==> config.mk <==
export PLATFORM = sky130hd
export DESIGN_NAME = multicycle_control_unit
export DESIGN_NICKNAME = d
export VERILOG_FILES = /design/src/rtl/cpu_types_pkg.sv /design/src/rtl/control_decode.sv /design/src/rtl/multicycle_control_unit.sv
export SDC_FILE = /design/constraint.sdc
export NUM_CORES = 1
export LEC_CHECK = 0
export CORE_MARGIN = 4
export CORE_UTILIZATION = 42
export CTS_CLUSTER_SIZE = 20
export DETAILED_ROUTE_END_ITERATION = 8
export GPL_ROUTABILITY_DRIVEN = 1
export PLACE_DENSITY = 0.8
export SLEW_MARGIN = 20
export SYNTH_ARGS = -nofsm -noshare
export SYNTH_HDL_FRONTEND = slang
export SYNTH_HIERARCHICAL = 1
export SYNTH_SLANG_ARGS = --single-unit
==> constraint.sdc <==
create_clock -name CLK -period 3.3 [get_ports CLK]
set_clock_uncertainty 0.05 [all_clocks]
set_input_delay 0.825 -clock CLK [delete_from_list [all_inputs] [get_ports CLK]]
set_output_delay 0.825 -clock CLK [all_outputs]
set_load 0.05 [all_outputs]
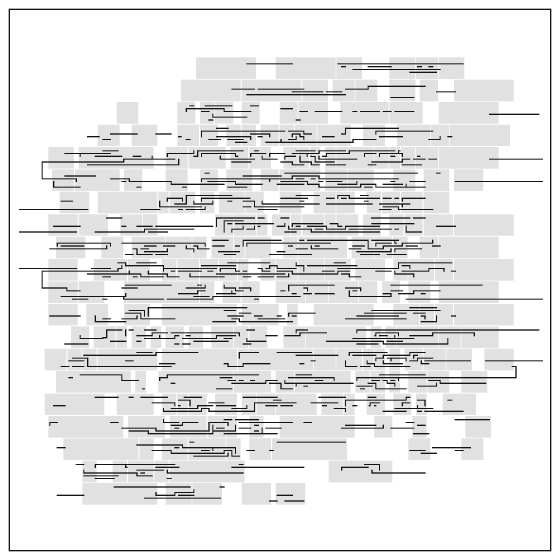
**Above:** the metal 1 layer.
nets with wire on the layer: 233
share of all routed wire: 42%
wire length on this layer: 1,770 um
met1 Usage GRT: 23.8%
Vias: 1,608
WL final: 4210 um

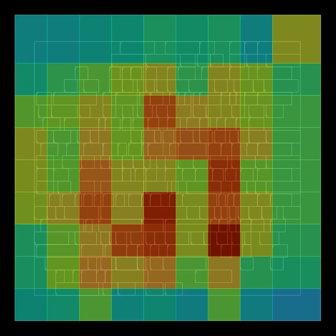
**Above:** congestion heat map.
gr busiest metal: met2
met2 usage: 33.1%
Final Core Density: 74.7%
drt wl/cell: 14.7 um

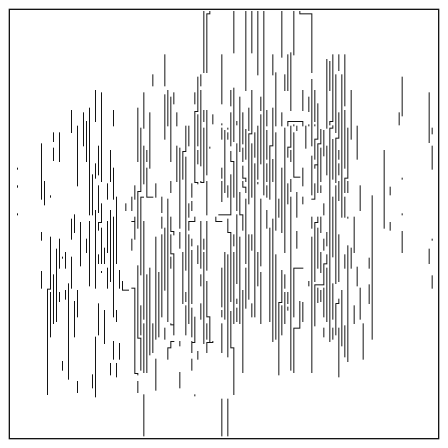
**Above:** met2 routing.
nets with wire on the layer: 236
wire length on this layer: 2,090 um
share of all routed wire: 50%

==> flow_summary.yaml <==
# synthesis and place-and-route metrics
outcome:
  status: "complete, but fails checks"
  violations: "negative setup slack"
final_timing:
  slew_viol_final: 0
  worstMarginPinSlew_ns: 0.738
  hold_violations: 0
  setup_violations: 1
  period_used_pct: 100
  fmax_mhz: 302
  fin_crit_ns: 3.31
  worst_slack_ns: -0.0100
floorplan:
  dieArea_mm2: 0.00429
  ioPinCount: 63
clocking:
  clk_pin_slew_worst_paths_ns: 0.07
  cts_tree: "yes"
  ctsResizeCount: 14
  cts_max_level: 1
  cts_made_buffers: 3
  clk_path_buf_depth: 2
  cts_setup_buffers: 6
setup_path:
  cpPeakStageDelay_ns: 0.43
  path_buffers: 4
  r2r_slack_ns: 1.52
  crit_family: "buffers and inverters"
  critPathKind: "in -> out"
  path_max_fanout: 11
  crit_path_end_kind: "output pin"
cells_and_area:
  nNonClkInverters: 5
  signal_buffers: 75
  layout-drive-gt1-share_pct: 35.4
  clock_cell_area_share_pct: 0.972
  largest_reg_flops: 8
  layout.area.seq_um2: 300
global_routing:
  grt_antenna_before_repair: 0
  grt-ovfl-total: 0
  met3_usage_pct: 4.62
  grt_pass1_vias: 1529
job:
  drv_cap: 0
drt:
  drt_iter0_drc: 86
  first_pass_iters: 4
  met3_length_um: 271
  drt-met1-wl_um: 1770
pwr:
  sw_frac_of_total_pct: 51.3
  power.leakage_nw: 0.966
  finalPower_mw: 1.06
  clock_power_share_pct: 8.4
placed_design:
  gp_congestion: 0.887
  dpl.hpwl_um: 3090
worst_hold_path:
  min_path_type: "reg -> reg"
synthesis:
  floorplan.nets: 220
[metrics by stage]
stage          std cells  instance area (um^2)  util, %  setup slack [ns]
6_report             287                  2320     74.7           -0.0100
5_1_grt              287                  2320     74.7           -0.0931
4_1_cts              285                  2230     71.9         0.0000331
3_5_place_dp         276                  2140     69.1            -0.336
3_3_place_gp         276                  2140     69.1            -0.281
2_1_floorplan        180                  1420        -            -0.502
[layout by cell type (no fill, tap or decap), drive strengths merged, types with 4 or more instances in the layout]
master / n
nor3: 17
nand2b: 7
xor2: 4
or2: 4
o21ai: 7
nand3: 6
nor2: 12
or3: 5
clkdlybuf4s50: 14
nand4: 4
dlygate4sd2: 8
a211oi: 4
a21oi: 9
inv: 5
o22ai: 4
nand2: 9
nor2b: 4
dfrtp: 12
and2: 16
buf: 52
Power figures rest on the tool's default switching activity, not on a simulated workload.
